==> run_1/gates.png <==
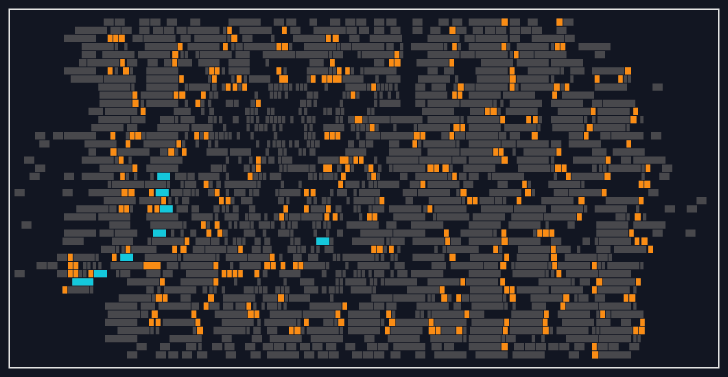
==> run_1/layers.png <==
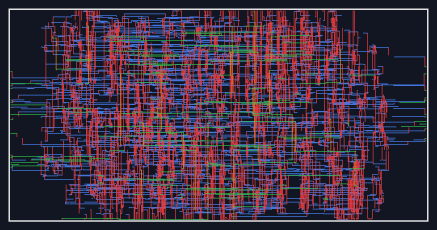
==> run_1/clock_wires.png <==
Scale bar: 50 um.
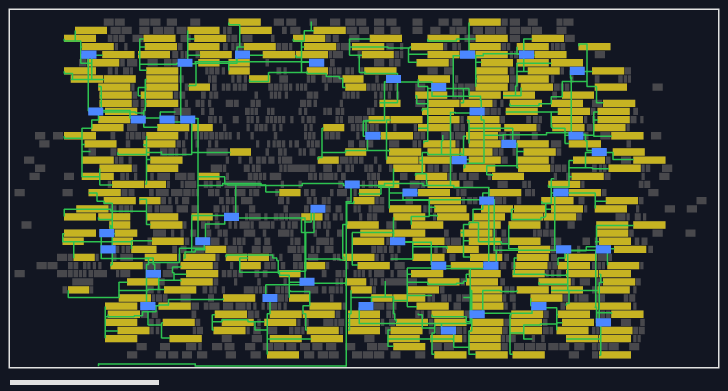
==> run_1/port_trees.png <==
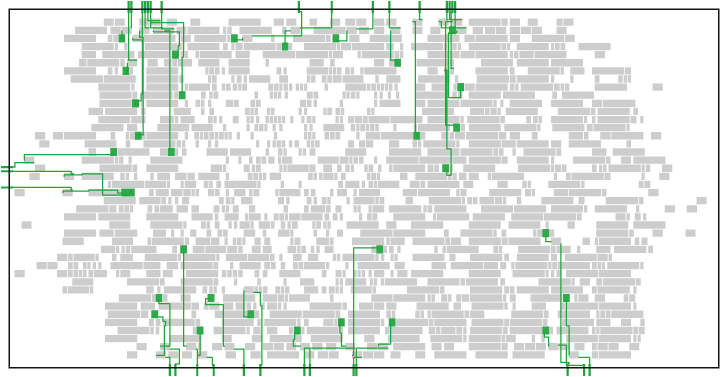
==> src/rtl/fetch_queue_unit.sv <==
// Instruction fetch front end: PC, imem port, and a DEPTH-entry
// {pc, inst} queue feeding decode over a valid/ready handshake.
module fetch_queue_unit #(
  parameter int unsigned ADDR_W = 32,
  parameter int unsigned DATA_W = 32,
  parameter int unsigned DEPTH = 4,
  parameter logic [ADDR_W-1:0] RESET_PC = '0,
  parameter bit PREDECODE_J = 1'b1
) (
  input  logic                         clk,
  input  logic                         rst_n,
  output logic [ADDR_W-1:0]            imem_addr,
  input  logic [DATA_W-1:0]            imem_rdata,
  input  logic                         stall,
  input  logic                         redirect_valid,
  input  logic [ADDR_W-1:0]            redirect_addr,
  output logic                         inst_valid,
  input  logic                         inst_ready,
  output logic [DATA_W-1:0]            inst,
  output logic [ADDR_W-1:0]            inst_pc,
  output logic [$clog2(DEPTH+1)-1:0]   fetch_count
);

  localparam int unsigned PTR_W = (DEPTH > 1) ? $clog2(DEPTH) : 1;
  localparam int unsigned CNT_W = $clog2(DEPTH + 1);

  logic [ADDR_W-1:0] pc_q, pc_d;
  logic [ADDR_W-1:0] pc_plus4, jmp_tgt;
  logic [PTR_W-1:0]  rd_q, rd_d;
  logic [PTR_W-1:0]  wr_q, wr_d;
  logic [CNT_W-1:0]  cnt_q, cnt_d;
  logic              push, pop, is_jmp;

  logic [ADDR_W-1:0] mem_pc_q  [DEPTH];
  logic [DATA_W-1:0] mem_ins_q [DEPTH];

  function automatic logic [PTR_W-1:0] inc(
    input logic [PTR_W-1:0] p
  );
    return (p == PTR_W'(DEPTH - 1)) ? '0 : p + PTR_W'(1);
  endfunction

  always_comb begin
    pc_plus4 = pc_q + ADDR_W'(4);
    // J/JAL keep the upper PC bits of the delay slot address
    jmp_tgt = pc_plus4;
    jmp_tgt[27:0] = {imem_rdata[25:0], 2'b00};
    is_jmp = PREDECODE_J &&
             (imem_rdata[31:26] == 6'd2 ||
              imem_rdata[31:26] == 6'd3);

    pop  = (cnt_q != '0) && inst_ready;
    push = !stall && !redirect_valid &&
           ((cnt_q < CNT_W'(DEPTH)) || pop);

    pc_d  = pc_q;
    rd_d  = rd_q;
    wr_d  = wr_q;
    cnt_d = cnt_q;

    if (redirect_valid) begin
      pc_d  = {redirect_addr[ADDR_W-1:2], 2'b00};
      rd_d  = '0;
      wr_d  = '0;
      cnt_d = '0;
    end else begin
      if (push) begin
        wr_d = inc(wr_q);
        pc_d = is_jmp ? jmp_tgt : pc_plus4;
      end
      if (pop) rd_d = inc(rd_q);
      if (push && !pop)
        cnt_d = cnt_q + CNT_W'(1);
      else if (pop && !push)
        cnt_d = cnt_q - CNT_W'(1);
    end
  end

  always_ff @(posedge clk) begin
    if (!rst_n) begin
      pc_q  <= RESET_PC;
      rd_q  <= '0;
      wr_q  <= '0;
      cnt_q <= '0;
    end else begin
      pc_q  <= pc_d;
      rd_q  <= rd_d;
      wr_q  <= wr_d;
      cnt_q <= cnt_d;
    end
  end

  always_ff @(posedge clk) begin
    if (rst_n && push) begin
      mem_pc_q[wr_q]  <= pc_q;
      mem_ins_q[wr_q] <= imem_rdata;
    end
  end

  assign imem_addr   = pc_q;
  assign inst_valid  = (cnt_q != '0);
  assign inst        = mem_ins_q[rd_q];
  assign inst_pc     = mem_pc_q[rd_q];
  assign fetch_count = cnt_q;

endmodule

==> config.mk <==
export PLATFORM = sky130hd
export DESIGN_NAME = fetch_queue_unit
export DESIGN_NICKNAME = d
export VERILOG_FILES = /design/src/rtl/fetch_queue_unit.sv
export SDC_FILE = /design/constraint.sdc
export NUM_CORES = 1
export LEC_CHECK = 0
export ABC_AREA = 1
export ABC_CLOCK_PERIOD_IN_PS = 6400
export CAP_MARGIN = 20
export CELL_PAD_IN_SITES_DETAIL_PLACEMENT = 0
export CELL_PAD_IN_SITES_GLOBAL_PLACEMENT = 1
export CORE_ASPECT_RATIO = 0.5
export CORE_UTILIZATION = 45
export CTS_BUF_LIST = sky130_fd_sc_hd__clkbuf_2 sky130_fd_sc_hd__clkbuf_4 sky130_fd_sc_hd__clkbuf_8
export CTS_CLUSTER_SIZE = 30
export DETAILED_ROUTE_END_ITERATION = 8
export PLACE_DENSITY = 0.87
export RECOVER_POWER = 25
export SETUP_SLACK_MARGIN = 0.02
export SYNTH_ARGS = -nofsm -noshare
export SYNTH_HDL_FRONTEND = slang
export SYNTH_SLANG_ARGS = --single-unit
==> constraint.sdc <==
create_clock -name clk -period 6.4 [get_ports clk]
set_input_delay 1.6 -clock clk [delete_from_list [all_inputs] [get_ports clk]]
set_output_delay 1.6 -clock clk [all_outputs]
set_load 0.05 [all_outputs]
==> results.tsv, run 1 <==
stage	metric	value	unit
floorplan	io pins	169	
sta	setup violators final	0	
sta	Slew HR	0.291	
sta	hold slack	0.503	ns
layout	filler cell count	2190	
layout	Non-clock buffers	177	
setup_path	slowest cell on the critical path	clkdlybuf4s50_1	
layout	n_diodes	1	
setup_path	Required @ worst endpoint	4.80	ns
layout	Seq cells	297	
run	tool warnings	31	
layout	Seq area share	0.558	
global_routing	first-pass GRT wire length	49800	um
setup_path	arrival time at the worst endpoint	3.42	ns
yosys	mux share of post-synthesis cell area	0	
sta	RSZ-0062 raised after global routing	no	
layout	CLK BUF	58	
yosys	Yosys chip area	12500	um2
sta	post-route clock period utilization	0.784	
clock_tree	CTS Root Cell	clkbuf_8	
run	max-capacitance violation count	0	
yosys	dominant register cell	edfxtp_1	
sta	post-route minimum period	5.02	ns
layout	Final nets	1354	
yosys	Mean Syn Cell Area	11.2	um2
sta	maximum clock rate	199	MHz
yosys	aoi share	0.121	
global_routing	total grt overflow	0	
floorplan	die span in y	120	um
sta	Max Transition Viols Final	0	
floorplan	tap cells	352	
placement	RePlAce Congestion	0.877	
yosys	Ys Warns	0	
layout	Syn-to-layout area delta	22.4	%
floorplan	row cnt	42	
layout	Non-clock buffer share	0.114	
detailed_routing	Via density	5.49	
min_path	Hold Path Class	flop to flop	
global_routing	largest net degree at the start of global routing	65	
setup_path	WS Path Type	flop to primary output	
clock_tree	CTS buffer count	42	
detailed_routing	DRT Pass-1 Iters	5	
detailed_routing	Initial DRC Count	859	
floorplan	Die X-Extent	237	um
yosys	Synth Cell Area	12500	um2
layout	inverter count	65	
outcome	status	completed	
layout	design area	15300	um2
layout	Layout clock area frac	0.0553	
-- gates.png (at the start) --
Key: cyan = fa/ha/maj cells [cells 8, most used ha_1]; orange = aoi and oai cells [cells 278, most used o21ai_0, where all over the die]
fin cells: 1660
fraction of area in multi-input gates: 0.227
most common logic cell in the routed design: edfxtp_1

-- layers.png (at the start) --
Key: orange = M4 [wire length 598 um]; red = M2 [wire length 15300 um]; green = M3 [wire length 2280 um]; blue = M1 [wire length 14700 um]
average wire per standard cell: 19.8 um
final WL: 32800 um
via count: 9120

-- clock_wires.png (at the start) --
Key: green = clock wires [length 3490 um]; blue = clock-net drivers [count 42]; yellow = flip-flops [count 297]
There are 43 routed clock nets. Position of the flops: all over the die.
clock-net power: 1510 uW
Layout Skew: 0.0490 ns

-- port_trees.png (at the start) --
Key: green = inst_pc [bits 32, direction output, edge 16 north, 13 south, 3 west, end cells 32, buffers 32, wire 1080 um]

-- run 1: worst register-to-register path, delay by kind of cell, from the launching register on --
kind	cells	cell delay (ns)
AND-OR/OR-AND	1	0.17
buffers and inverters	3	1.10
flip-flops	1	0.34
AND/OR/NAND/NOR	2	0.44
-- run 1: report_power, final --
part	switching, uW	total (uW)	internal (uW)
clock	707	1510	798
combinational	351	519	167
sequential	47.2	2190	2140
-- run 1: synthesized netlist by cell type (12+ instances only) --
master    number  share of area
o21ai_1       15         0.0060
clkbuf_1      36          0.011
o21ai_0      157          0.063
nand2_1      146          0.044
nor2_1       168          0.051
o22ai_1       64          0.032
nand3_1       41          0.016
dfxtp_1       41          0.066
inv_1         57          0.017
a21oi_1       34          0.014
buf_2         12         0.0048
edfxtp_1     256           0.62
-- run 1: metal layers --
layer  vias to the layer above  wire length (um)  track usage
met4                         0               598       0.0734
met1                      4465             14700        0.324
met3                        47              2280       0.0453
met2                       327             15300        0.364
met5                         -                 0            0
li1                       4281                 -            -
-- run 1: registers in the layout, indices dropped and copies added (netlist names), named ones only --
name         flops
wr_q             2
mem_pc_q       128
fetch_count      3
mem_ins_q      128
rd_q             2
imem_addr       32
-- run 1: worst paths after layout --
path,depth (start not counted),slack (ns),endpoint,startpoint
hold / removal,2,0.50,flop,rd_q[1]
setup reg to reg,6,3.85,mem_pc_q[1][23],fetch_count[2]
hold reg to reg,2,0.50,flop,rd_q[1]
setup / recovery,5,1.38,inst[2],flop
-- run 1: stage by stage --
stage | util | worst slack (ns)
after CTS | 0.569 | 1.33
after global routing | 0.569 | 1.15
after floorplan | - | 0.851
after detailed placement | 0.538 | 1.84
after global placement | 0.538 | 1.86
final | 0.569 | 1.38
## Run 2: what changed since run 1
--- a/config.mk
+++ b/config.mk
@@ -6,7 +6,7 @@
 export NUM_CORES = 1
 export LEC_CHECK = 0
 export ABC_AREA = 1
-export ABC_CLOCK_PERIOD_IN_PS = 6400
+export ABC_CLOCK_PERIOD_IN_PS = 4800
 export CAP_MARGIN = 20
 export CELL_PAD_IN_SITES_DETAIL_PLACEMENT = 0
 export CELL_PAD_IN_SITES_GLOBAL_PLACEMENT = 1
==> constraint.sdc (replaced) <==
create_clock -name clk -period 4.8 [get_ports clk]
set_input_delay 1.2 -clock clk [delete_from_list [all_inputs] [get_ports clk]]
set_output_delay 1.2 -clock clk [all_outputs]
set_load 0.05 [all_outputs]
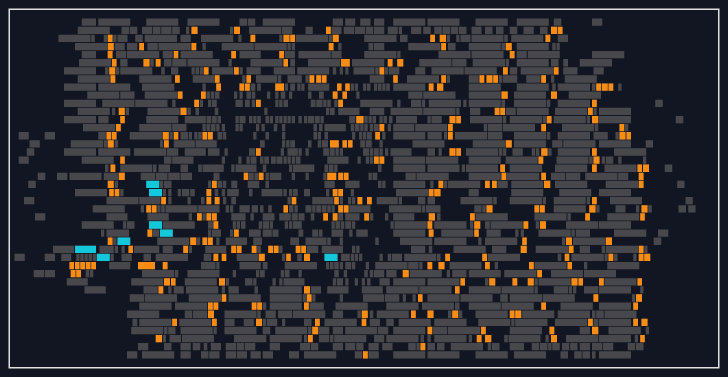
(run_2/gates.png)
Key: cyan = fa/ha/maj cells [cells 8, most used ha_1]; orange = aoi and oai cells [cells 278, most used o21ai_0, where all over the die]
fraction of area in multi-input gates: 0.230
fin cells: 1664

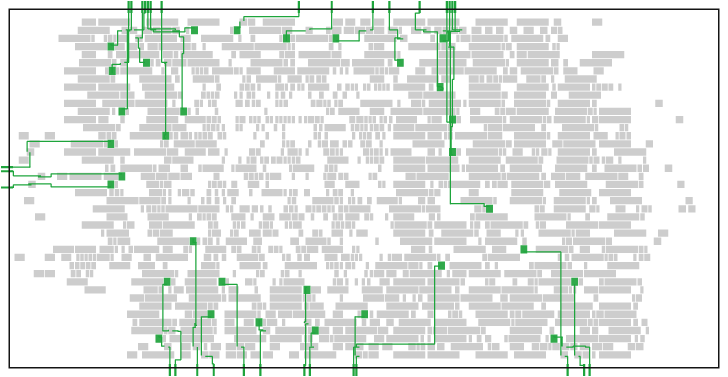
(run_2/port_trees.png)
Key: green = inst_pc [bits 32, direction output, edge 16 north, 13 south, 3 west, end cells 32, buffers 32, wire 1050 um]

==> results.tsv, run 2 <==
stage	metric	value	unit
detailed_routing	Via density	5.48	
outcome	status	completed	
min_path	Hold Path Class	flop to flop	
sta	maximum clock rate	255	MHz
setup_path	Worst Reg-to-Reg Cells	6	
layout	most common logic cell in the routed design	edfxtp_1	
setup_path	worst flop-to-flop path startpoint	fetch_count[2]	
detailed_routing	M1 WL	14900	um
yosys	Ys Warns	0	
yosys	top cells, area	edfxtp_1, dfxtp_1, o21ai_0, nor2_1, nand2_1	
yosys	aoi share	0.121	
detailed_routing	Max Used Layer	met4	
yosys	Yosys top cell area share	0.617	
layout	Final nets	1356	
setup_path	setup slack, reg-to-reg	2.55	ns
yosys	top cells by count, synth	edfxtp_1, nor2_1, o21ai_0	
setup_path	Required @ worst endpoint	3.60	ns
detailed_routing	met3 WL	2050	um
setup_path	worst setup path end	inst_pc[27]	
layout	filler cell count	2214	
sta	Slew HR	0.465	
layout	Syn-to-layout area delta	20.9	%
run	max-capacitance violation count	0	
run 2: cell counts after synthesis:
No cell type changed its count.
run 2: cell type report:
| cell class | count | share of cell area |
|---|---|---|
| flip-flops and latches | 297 | 0.565 |
| multi-input cells | 694 | 0.230 |
| well taps | 352 | 0.0292 |
| clock inverters | 28 | 0.00839 |
| repair buffers | 178 | 0.108 |
| clock buffers | 50 | 0.0428 |
| inverters | 65 | 0.0166 |
run 2: through the flow:
| stage | cell area [um2] | util | instances | hold slack, ns | setup TNS (ns) |
|---|---|---|---|---|---|
| 2_1_floorplan | 12500 | - | 1112 | 0.481 | -89.40 |
| 3_3_place_gp | 14300 | 0.534 | 1586 | 0.487 | 0 |
| 3_5_place_dp | 14300 | 0.534 | 1586 | 0.483 | 0 |
| 4_1_cts | 15100 | 0.562 | 1664 | 0.511 | 0 |
| 5_1_grt | 15100 | 0.562 | 1664 | 0.553 | 0 |
| 6_report | 15100 | 0.562 | 1664 | 0.508 | 0 |
run 2: per-layer routing:
| metal | up-vias | GRT usage |
|---|---|---|
| met4 | 0 | 0.0605 |
| met2 | 302 | 0.376 |
| met3 | 46 | 0.0419 |
| met1 | 4496 | 0.323 |
| met5 | - | 0 |
| li1 | 4283 | - |
run 2: worst register-to-register path: cells and delay by family, from the launching register on:
family | cells | cell delay (ns)
flip-flops | 1 | 0.34
buffers and inverters | 3 | 0.87
AND-OR/OR-AND | 1 | 0.17
AND/OR/NAND/NOR | 2 | 0.47
run 2: power by group:
group	switching (uW)	leakage, uW	internal (uW)
sequential	61.2	0.00265	2850
combinational	472	0.00229	209
clock	956	0.000407	899
total	1490	0.00535	3960
run 2: cells by family after synthesis:
logic type,count (synthesis)
AND/OR/NAND/NOR,401
flip-flops,297
AND-OR/OR-AND,279
buffers and inverters,121
adder cells (fa/ha/maj),8
XOR/XNOR,6
Power is estimated from default activity; no workload was simulated.
